File: src/rtl/core_pkg.sv
// ---------------------------------------------------------------------------
// core_pkg
// Shared types and constants for the 9-bit-instruction core.
//   seq_state_t  : fetch sequencer states (IDLE, RUN, MEM_WAIT, DONE)
//   PC_W_DEFAULT : default program counter width
//   CNT_W_DEFAULT: default width of the retired-instruction counter
// ---------------------------------------------------------------------------
package core_pkg;

    localparam int PC_W_DEFAULT  = 10;
    localparam int CNT_W_DEFAULT = 16;

    typedef enum logic [1:0] {
        IDLE     = 2'd0,
        RUN      = 2'd1,
        MEM_WAIT = 2'd2,
        DONE     = 2'd3
    } seq_state_t;

endpackage

File: src/rtl/fetch_sequencer_sat_counter.sv
// ---------------------------------------------------------------------------
// sat_counter
// Saturating up-counter used for the retired-instruction count. Only present
// when FETCH_SEQ_RETIRE_COUNT_EN is defined, so the default build carries no
// counter flops at all.
// Ports:
//   clk   : system clock, rising edge
//   reset : asynchronous active-high reset, clears the count
//   inc   : add one this cycle (ignored once saturated)
//   clr   : synchronous clear, takes priority over inc
//   q     : current count
// ---------------------------------------------------------------------------
`ifdef FETCH_SEQ_RETIRE_COUNT_EN
module sat_counter #(
    parameter int CNT_W = 16
) (
    input  logic             clk,
    input  logic             reset,
    input  logic             inc,
    input  logic             clr,
    output logic [CNT_W-1:0] q
);

    logic [CNT_W-1:0] count_q;
    logic [CNT_W-1:0] count_d;

    // Saturate at all-ones rather than wrapping back to zero.
    always_comb begin
        count_d = count_q;
        if (clr) begin
            count_d = '0;
        end else if (inc && !(&count_q)) begin
            count_d = count_q + 1'b1;
        end
    end

    always_ff @(posedge clk or posedge reset) begin
        if (reset) begin
            count_q <= '0;
        end else begin
            count_q <= count_d;
        end
    end

    assign q = count_q;

endmodule
`endif

File: src/rtl/fetch_sequencer.sv
// ---------------------------------------------------------------------------
// fetch_sequencer
// Program-counter sequencer between instruction memory and decode/control.
// Starts a program on start, steps the PC one instruction per cycle or jumps
// to the branch target, stalls on data-memory handshakes, and stops on halt
// or when sequential fetch would run off the end of instruction memory.
//
// Optional feature macro: FETCH_SEQ_RETIRE_COUNT_EN
//   defined   : retired counts retired instructions (saturating)
//   undefined : retired is tied to zero
//
// Ports:
//   clk, reset       : clock (rising edge), async active-high reset
//   start/start_addr : begin execution at start_addr (IDLE/DONE only)
//   halt             : current instruction is the halt opcode
//   branch_enable    : resolved branch decision for current instruction
//   branch_target    : absolute branch target
//   mem_access       : current instruction is a load or store
//   mem_ready        : data memory completes the access this cycle
//   pc               : address of current instruction
//   exec_en          : current instruction executes this cycle
//   mem_stall        : waiting on mem_ready
//   done             : program finished (held until next start)
//   pc_overflow      : sticky, program ended by PC wrap instead of halt
//   retired          : retired-instruction count
// ---------------------------------------------------------------------------
module fetch_sequencer
    import core_pkg::*;
#(
    parameter int PC_W  = PC_W_DEFAULT,
    parameter int CNT_W = CNT_W_DEFAULT
) (
    input  logic             clk,
    input  logic             reset,
    input  logic             start,
    input  logic [PC_W-1:0]  start_addr,
    input  logic             halt,
    input  logic             branch_enable,
    input  logic [PC_W-1:0]  branch_target,
    input  logic             mem_access,
    input  logic             mem_ready,
    output logic [PC_W-1:0]  pc,
    output logic             exec_en,
    output logic             mem_stall,
    output logic             done,
    output logic             pc_overflow,
    output logic [CNT_W-1:0] retired
);

    seq_state_t      state_q, state_d;
    logic [PC_W-1:0] pc_q, pc_d;
    logic            ovf_q, ovf_d;
    logic            pcAtMax;

    assign pcAtMax = &pc_q;

    always_ff @(posedge clk or posedge reset) begin
        if (reset) begin
            state_q <= IDLE;
            pc_q    <= '0;
            ovf_q   <= 1'b0;
        end else begin
            state_q <= state_d;
            pc_q    <= pc_d;
            ovf_q   <= ovf_d;
        end
    end

    // Sequential fetch past the last address ends the program instead of
    // wrapping; a branch from the last address is an ordinary jump.
    // Branches are ignored on memory instructions.
    always_comb begin
        state_d = state_q;
        pc_d    = pc_q;
        ovf_d   = ovf_q;
        case (state_q)
            IDLE, DONE: begin
                if (start) begin
                    state_d = RUN;
                    pc_d    = start_addr;
                    ovf_d   = 1'b0;
                end
            end
            RUN: begin
                if (halt) begin
                    state_d = DONE;
                end else if (mem_access && !mem_ready) begin
                    state_d = MEM_WAIT;
                end else if (branch_enable && !mem_access) begin
                    pc_d = branch_target;
                end else if (pcAtMax) begin
                    state_d = DONE;
                    ovf_d   = 1'b1;
                end else begin
                    pc_d = pc_q + 1'b1;
                end
            end
            MEM_WAIT: begin
                if (mem_ready) begin
                    if (pcAtMax) begin
                        state_d = DONE;
                        ovf_d   = 1'b1;
                    end else begin
                        state_d = RUN;
                        pc_d    = pc_q + 1'b1;
                    end
                end
            end
            default: begin
                state_d = IDLE;
            end
        endcase
    end

    always_comb begin
        exec_en   = (state_q == RUN);
        mem_stall = (state_q == MEM_WAIT);
        done      = (state_q == DONE);
    end

    assign pc          = pc_q;
    assign pc_overflow = ovf_q;

`ifdef FETCH_SEQ_RETIRE_COUNT_EN
    logic retireNow;
    logic startAccept;

    // An instruction retires when it leaves RUN without stalling (halt
    // included) or when its pending memory access completes.
    assign retireNow = ((state_q == RUN) && (halt || !(mem_access && !mem_ready)))
                     || ((state_q == MEM_WAIT) && mem_ready);
    assign startAccept = start && ((state_q == IDLE) || (state_q == DONE));

    sat_counter #(
        .CNT_W (CNT_W)
    ) u_retireCnt (
        .clk   (clk),
        .reset (reset),
        .inc   (retireNow),
        .clr   (startAccept),
        .q     (retired)
    );
`else
    assign retired = '0;
`endif

endmodule

File: config.mk
export PLATFORM = sky130hd
export DESIGN_NAME = fetch_sequencer
export DESIGN_NICKNAME = d
export VERILOG_FILES = /design/src/rtl/core_pkg.sv /design/src/rtl/fetch_sequencer_sat_counter.sv /design/src/rtl/fetch_sequencer.sv
export SDC_FILE = /design/constraint.sdc
export NUM_CORES = 1
export LEC_CHECK = 0
export ABC_AREA = 1
export CORE_ASPECT_RATIO = 0.9
export CORE_MARGIN = 2
export CORE_UTILIZATION = 39
export DETAILED_ROUTE_END_ITERATION = 8
export PLACE_DENSITY = 0.8
export SLEW_MARGIN = 20
export SYNTH_ARGS = -nofsm -noshare
export SYNTH_HDL_FRONTEND = slang
export SYNTH_SLANG_ARGS = --single-unit
File: constraint.sdc
create_clock -name clk -period 1.6 [get_ports clk]
set_clock_uncertainty 0.1 [all_clocks]
set_input_delay 0.32 -clock clk [delete_from_list [all_inputs] [get_ports clk]]
set_output_delay 0.32 -clock clk [all_outputs]
set_load 0.03 [all_outputs]
Figure 1. Signal metal coverage by tile (run 1).
Scale bar: 20 µm. The die is cut into 13 by 12 equal tiles; dark blue is low, red is high, scaled to the fullest tile. Values are wire area over tile area, all layers added.
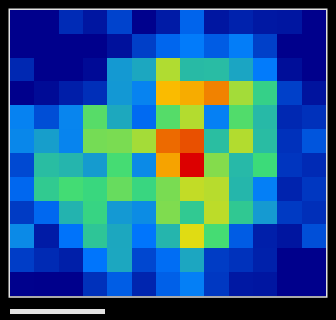
fullest tile = 0.53
nearly empty tiles = 14%
tiles over half the peak = 18%
densest ninth of the die = centre
emptiest ninth of the die = upper left
GRT Util Overall: 19.4%
total wire length: 3610 µm
total number of vias: 1533

Figure 2. The metal 1 layer (run 1).
Scale bar: 20 µm.
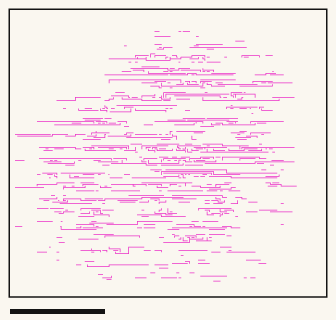
share of all routed wire = 42%
longest straight run = 16.1 µm
wire length on this layer = 1530 µm
met1 Use GR: 25.0%

Figure 3. I/O pins on the die edge (run 1).
Scale bar: 20 µm. Pins as bars across the die edge, other pins in grey.
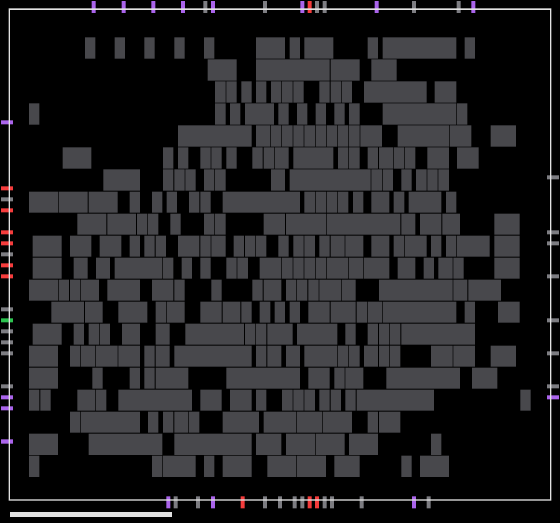
`retired` -> purple  # pins 16, direction output, edge 8 top, 4 left, 3 bottom, 1 right
`exec_en` -> green  # pins 1, direction output, edge left
`branch_target` -> red  # pins 10, direction input, edge 6 left, 3 bottom, 1 top
all pins by edge = 18 left, 16 bottom, 15 top, 8 right
chip height: 60.5 µm
number of input and output port buffers inserted: 40
horizontal die dimension: 66.7 µm

[run 1: state kept, by name, summed over array words and instances (netlist names)]
register / cells
state_q: 2
pc: 10
pc_overflow: 1
[run 1: worst max-delay path by stage]
| stage | from | to | slack [ns] |
|---|---|---|---|
| CTS | state_q[1] | pc[0] | -0.03 |
| finish | state_q[0] | pc[3] | -0.03 |
| detailed placement | mem_access | pc[0] | -0.28 |
| floorplan | pc[0] | pc[0] | 0.01 |
| global route | state_q[0] | pc[0] | -0.11 |
| global placement | branch_enable | pc[0] | -0.20 |
[run 1: metal layers]
| metal | part of all wire [%] | up-vias | track usage [%] |
|---|---|---|---|
| met5 | 0 | - | 0 |
| met4 | 1.4 | 0 | 7.87 |
| met3 | 5.5 | 5 | 1.11 |
| met2 | 51 | 63 | 34.3 |
| met1 | 42 | 673 | 25.0 |
| li1 | - | 792 | - |
[run 1: critical path, delay by kind of cell, from the launching register on]
family / cells / cell delay [ns]
flops: 1 / 0.42
simple gates: 3 / 0.14
compound gates: 3 / 0.27
fa+ha+maj: 1 / 0.26
buf+inv: 3 / 0.32
[run 1: what timing repair did]
item / in CTS / in global routing
endpoints found under the setup margin: 19 / 16
pin swaps: 1 / 19
cloned: 1 / 0
hold endpoints to repair: 0 / 0
setup buffers: 0 / 4
gates resized: 15 / 18
[run 1: power breakdown]
part	internal (µW)	switching [µW]	leakage, µW
registers	499	170	0.000157
logic	1420	1800	0.000939
clock network	176	126	0.0000228
[run 1: logic make-up after synthesis]
family	share of synthesized area (%)
compound gates	8.79
xor+xnor	0.634
fa+ha+maj	3.62
buf+inv	19.2
flops	23.6
other cells	0.271
simple gates	43.9
[run 1: cells in the final DEF, fill, tap and decap left out, drive strengths merged, types with 2 or more instances in the layout]
master / n
a21oi: 5
buf: 31
clkbuf: 4
clkdlybuf4s50: 26
conb: 16
dfrtp: 13
dlygate4sd2: 9
ha: 4
inv: 29
nand2: 87
nand3: 9
nand4: 2
nor2: 37
o21ai: 12
o21bai: 3
[run 1: final cells by class]
class | instances | area, µm² | share of cell area (%)
Timing Repair Buffer | 66 | 639 | 30.4
Inverter | 30 | 115 | 5.48
Tap cell | 44 | 55.1 | 2.62
Multi-Input combinational cell | 179 | 917 | 43.6
Sequential cell | 13 | 330 | 15.7
Clock buffer | 4 | 45.0 | 2.14
[run 1: per-stage QoR]
step | TNS, ns | power (µW)
floorplan | 0 | 2560
global placement | -1.66 | 3500
detailed placement | -2.22 | 3530
CTS | -0.0844 | 3940
global route | -0.767 | 4560
finish | -0.0408 | 4200
==> reports/README.md, run 1 <==
| Step | Item | Reported |
|:---|:---|:---|
| cts | Count of hold buffers inserted by post-cts repair | 0 |
| worst setup path | Launch point of the worst reg-to-reg path | state_q[0] |
| sta | Achievable clock frequency | 614 MHz |
| finish | Number of nets at the end of the flow | 324 |
| sta | Setup-violating endpoint count in the final report | 3 |
| finish | Area added between synthesis and finish | 52.2% |
| sta | RSZ-0062 raised after global routing | yes |
| synthesis | Total of warnings raised by yosys | 0 |
| sta | Post-Route Hold Slack | 0.208 ns |
| worst setup path | WS Path Type | reg -> reg |
| drt | Iteration count of the initial detailed-routing pass | 4 |
| finish | Fraction of layout instances using a drive strength above 1 | 23.3% |
| synthesis | Chip area line of the yosys report | 1380 µm² |
| finish | Finished Cell Area | 2100 µm² |
| cts | CTS clk-pin slew, worst paths | 0.06 ns |
| worst setup path | Register-to-Register Setup Slack | -0.03 ns |
| outcome | Violated checks | negative setup slack |
| sta | Number of pins exceeding their max-slew limit in the final report | 0 |
| synthesis | Post-synthesis async set-or-reset flop share | 100% |
| sta | Final clock period utilization by the worst path | 102% |
| cts | Insertion delay of the later-clocked pin in the worst-skew pair | 0.24 ns |
| place | GPL Wtd Cong | 0.854 |
| floorplanning | Initial standard-cell utilization of the core | 40.9% |
| worst setup path | Data required time of the critical path | 1.64 ns |
| drt | Via density per instance | 4.56 |
| worst setup path | Crit end category | flop |
| outcome | Status | finished with violations |
| synthesis | Commonest cells in the synthesized netlist | 85 x sky130_fd_sc_hd__nand2_1, 32 x sky130_fd_sc_hd__nor2_1, 26 x sky130_fd_sc_hd__inv_1 |
| place | Worst slack at placement | -0.277 ns |
| drt | Post-detailed-route count of antenna-violating nets | 0 |
| flow run | Reported max-cap violation count | 0 |
| power | Total power density per cell area | 2000 nW/µm² |
| finish | Finished Core Util | 62.2% |
| cts | Clock root cell | sky130_fd_sc_hd__clkbuf_8 |
| power | LEAKAGE | 0.00112 µW |
| finish | Fin cells | 336 |
| place | Instance area after placement | 1930 µm² |
| synthesis | Synth Area per Inst | 6.06 µm² |
| sta | Final Hold Vio Count | 0 |
| cts | Maximum buffer depth of the clock tree | 2 |
| flow run | Count of warning messages emitted by the tools | 30 |
| worst setup path | R2R depth | 10 |
| place | Detail Placement HPWL | 2780 µm |
| cts | Number of CTS-inserted buffers | 3 |
| synthesis | Dominant cells by area after synthesis | sky130_fd_sc_hd__dfrtp_1 24%, sky130_fd_sc_hd__nand2_1 23%, sky130_fd_sc_hd__buf_4 9.2% |
| worst setup path | Highest-delay cell along the critical path | sky130_fd_sc_hd__dfrtp_2 |
| drt | Number of design-rule violations left by the first detailed-router iteration | 68 |
| synthesis | Number of cell instances after yosys synthesis | 228 |
| synthesis | Dominant Register Cell | sky130_fd_sc_hd__dfrtp_1 |
| drt | Post-DR wirelength/cell | 10.7 µm |
| synthesis | Post-synth tally of flip-flops with integrated enable | 0 |
| floorplanning | Number of top-level design ports | 57 |
| worst setup path | Endpoint of the worst-slack reg-to-reg timing path | pc[3] |
| place | Placed Instances | 327 |
| synthesis | Number of storage elements in the synthesis netlist | 13 |
| floorplanning | Die Size | 4030 µm² |
| global routing | Via count of the first global-routing pass | 1410 |
| synthesis | Syn Std Cell Area | 1380 µm² |
| global routing | First-pass GRT wire length | 6070 µm |
| floorplanning | Number of placement rows | 20 |
| sta | Final setup margin | -0.0291 ns |
| cts | CTS tree | yes |
| floorplanning | Area inside the core boundary | 3380 µm² |
| worst setup path | Endpoint arrival time on the critical path | 1.67 ns |
==> run 1 -> run 2 <==
- CORE_ASPECT_RATIO: 0.9 -> unset
Figure 4. Signal metal coverage by tile (run 2).
Scale bar: 20 µm. The die is cut into 13 by 13 equal tiles; dark blue is low, red is high, scaled to the fullest tile. Values are wire area over tile area, all layers added.
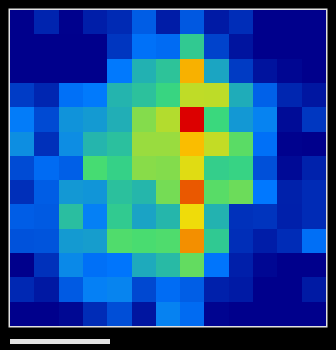
post-DR wirelength/cell: 11.2 µm
total wire length: 3780 µm

==> run 2 against run 1 <==
  * The run still ends with negative setup slack left
  * Sequential share of layout area decreased by 0.27 points
  * Synthesized cell count unchanged
  * Sequential cell count unchanged
  * Synthesized area unchanged
  * Critical path type is now reg -> out
  * Largest power group unchanged
  * Highest routed layer unchanged
==> reports/README.md, run 2 <==
| Step | Item | Reported |
|:---|:---|:---|
| outcome | Status | finished with violations |
| outcome | Violated checks | negative setup slack |
| flow run | Reported max-cap violation count | 0 |
| finish | Fraction of layout instances using a drive strength above 1 | 23.8% |
| synthesis | Syn Std Cell Area | 1380 µm² |
| power | LEAKAGE | 0.00112 µW |
| synthesis | Post-synth tally of flip-flops with integrated enable | 0 |
| drt | Total number of vias | 1584 |
| synthesis | Sequential area share after synthesis | 23.6% |
| synthesis | Number of cell instances after yosys synthesis | 228 |
| cts | Number of CTS-inserted buffers | 3 |
| synthesis | Chip area line of the yosys report | 1380 µm² |
| floorplanning | Die Size | 4030 µm² |
| worst setup path | WS Path Type | reg -> out |
| synthesis | Dominant cells by area after synthesis | sky130_fd_sc_hd__dfrtp_1 24%, sky130_fd_sc_hd__nand2_1 23%, sky130_fd_sc_hd__buf_4 9.2% |
| drt | Number of design-rule violations left by the first detailed-router iteration | 91 |
| cts | Insertion delay of the later-clocked pin in the worst-skew pair | 0.28 ns |
| drt | Metal1 wirelength | 1520 µm |
| sta | Setup-violating endpoint count in the final report | 1 |
| worst setup path | Endpoint arrival time on the critical path | 1.19 ns |
| worst setup path | Data required time of the critical path | 1.18 ns |
| synthesis | Number of storage elements in the synthesis netlist | 13 |
| finish | Fin cells | 336 |
| finish | Most used cells in the layout excluding fill and tap cells | 83 x sky130_fd_sc_hd__nand2_1, 26 x sky130_fd_sc_hd__nor2_1, 26 x sky130_fd_sc_hd__clkdlybuf4s50_1 |
| flow run | Count of warning messages emitted by the tools | 30 |
| place | Number of input and output port buffers inserted | 40 |
| synthesis | Post-synthesis async set-or-reset flop share | 100% |
| place | Placed Instances | 325 |
| drt | Top Metal Used | met4 |
| worst setup path | Crit end category | primary output |
| drt | Detailed route wirelength on metal3 | 233 µm |
| drt | Post-detailed-route count of antenna-violating nets | 0 |
| synthesis | Total of warnings raised by yosys | 0 |
| floorplanning | Chip height | 63.5 µm |
| cts | CTS clk-pin slew, worst paths | 0.08 ns |
| sta | RSZ-0062 raised after global routing | yes |
| sta | Number of pins exceeding their max-slew limit in the final report | 0 |
| finish | Gate Area | 956 µm² |
| global routing | GRT Util Overall | 17.4% |
| cts | CTS tree | yes |
| floorplanning | Number of placement rows | 21 |
| power | Total power density per cell area | 2010 nW/µm² |
| sta | Final Hold Vio Count | 0 |
| drt | Iteration count of the initial detailed-routing pass | 5 |
| sta | Achievable clock frequency | 620 MHz |
| floorplanning | Area inside the core boundary | 3360 µm² |
| sta | Final clock period utilization by the worst path | 101% |
| place | Detail Placement HPWL | 2630 µm |
| finish | Number of nets at the end of the flow | 322 |
| synthesis | Dominant Register Cell | sky130_fd_sc_hd__dfrtp_1 |
| finish | FF/Latch Area | 329 µm² |
| drt | Via density per instance | 4.71 |
| sta | Final setup margin | -0.0122 ns |
| cts | Maximum buffer depth of the clock tree | 2 |
| finish | Top logic cell by instance count in the layout | sky130_fd_sc_hd__nand2_1 |
| global routing | First-pass GRT wire length | 5730 µm |
| finish | Max reg flops | 10 |
| floorplanning | Initial standard-cell utilization of the core | 41.1% |
| sta | Post-Route Hold Slack | 0.220 ns |
| finish | Area added between synthesis and finish | 54.3% |
| finish | Finished Core Util | 63.4% |
[run 2: stage by stage]
| step | instance area [µm²] | setup slack [ns] | setup TNS [ns] | power [µW] |
|---|---|---|---|---|
| 6_report | 2130 | -0.0122 | -0.0122 | 4270 |
| 5_1_grt | 2130 | -0.0859 | -0.802 | 4650 |
| 4_1_cts | 1980 | -0.0122 | -0.0152 | 3790 |
| 3_5_place_dp | 1900 | -0.242 | -1.89 | 3500 |
| 3_3_place_gp | 1900 | -0.178 | -1.39 | 3460 |
| 2_1_floorplan | 1460 | 0.0121 | 0 | 2560 |
[run 2: what timing repair did]
item	4_1_cts	5_1_grt
pin swaps	5	20
resized	23	20
setup endpoints to repair	17	17
buffers inserted	3	3
gates cloned	0	2
[run 2: cell type report]
type                            count  area share, %
Inverter                           30           5.52
Timing Repair Buffer               64           30.2
Multi-Input combinational cell    179           44.9
Tap cell                           46           2.70
Clock buffer                        4           1.23
Sequential cell                    13           15.4
[run 2: path summary, 6_finish.rpt]
| kind | start | endpoint | slack, ns | depth (start not counted) |
|---|---|---|---|---|
| setup / recovery | state_q[0] | done | -0.01 | 3 |
| hold / removal | reset | pc[4] | 0.22 | 3 |
| setup reg to reg | state_q[0] | pc_overflow | 0 | 10 |
| hold reg to reg | pc_overflow | pc_overflow | 0.44 | 2 |
| max in group asynchronous | reset | pc[0] | 1.00 | 3 |
| min in group clk | pc_overflow | pc_overflow | 0.44 | 2 |
[run 2: cells by family (layout without fill, tap and decap cells)]
| kind of cell | Yosys count | count (layout) | share of synthesized area, % |
|---|---|---|---|
| flops | 13 | 13 | 23.6 |
| fa+ha+maj | 4 | 4 | 3.62 |
| simple gates | 137 | 137 | 43.9 |
| other cells | 1 | 16 | 0.271 |
| xor+xnor | 1 | 1 | 0.634 |
| buf+inv | 51 | 98 | 19.2 |
| compound gates | 21 | 21 | 8.79 |
[run 2: critical path: stages, from the launching register on]
cell	delay, ns
sky130_fd_sc_hd__dfrtp_1	0.42
sky130_fd_sc_hd__buf_4	0.15
sky130_fd_sc_hd__ha_1	0.20
sky130_fd_sc_hd__buf_6	0.14
[run 2: power by group]
| part | switching [µW] | total [µW] | internal, µW |
|---|---|---|---|
| Combinational | 1910 | 3400 | 1490 |
| Sequential | 161 | 656 | 495 |
| Clock | 117 | 214 | 96.8 |
[run 2: metal layers]
layer / track usage (%) / vias to the layer above
li1: - / 787
met1: 20.6 / 716
met2: 31.1 / 69
met3: 2.68 / 12
met4: 6.79 / 0
met5: 0 / -
Power figures rest on the tool's default switching activity, not on a simulated workload.
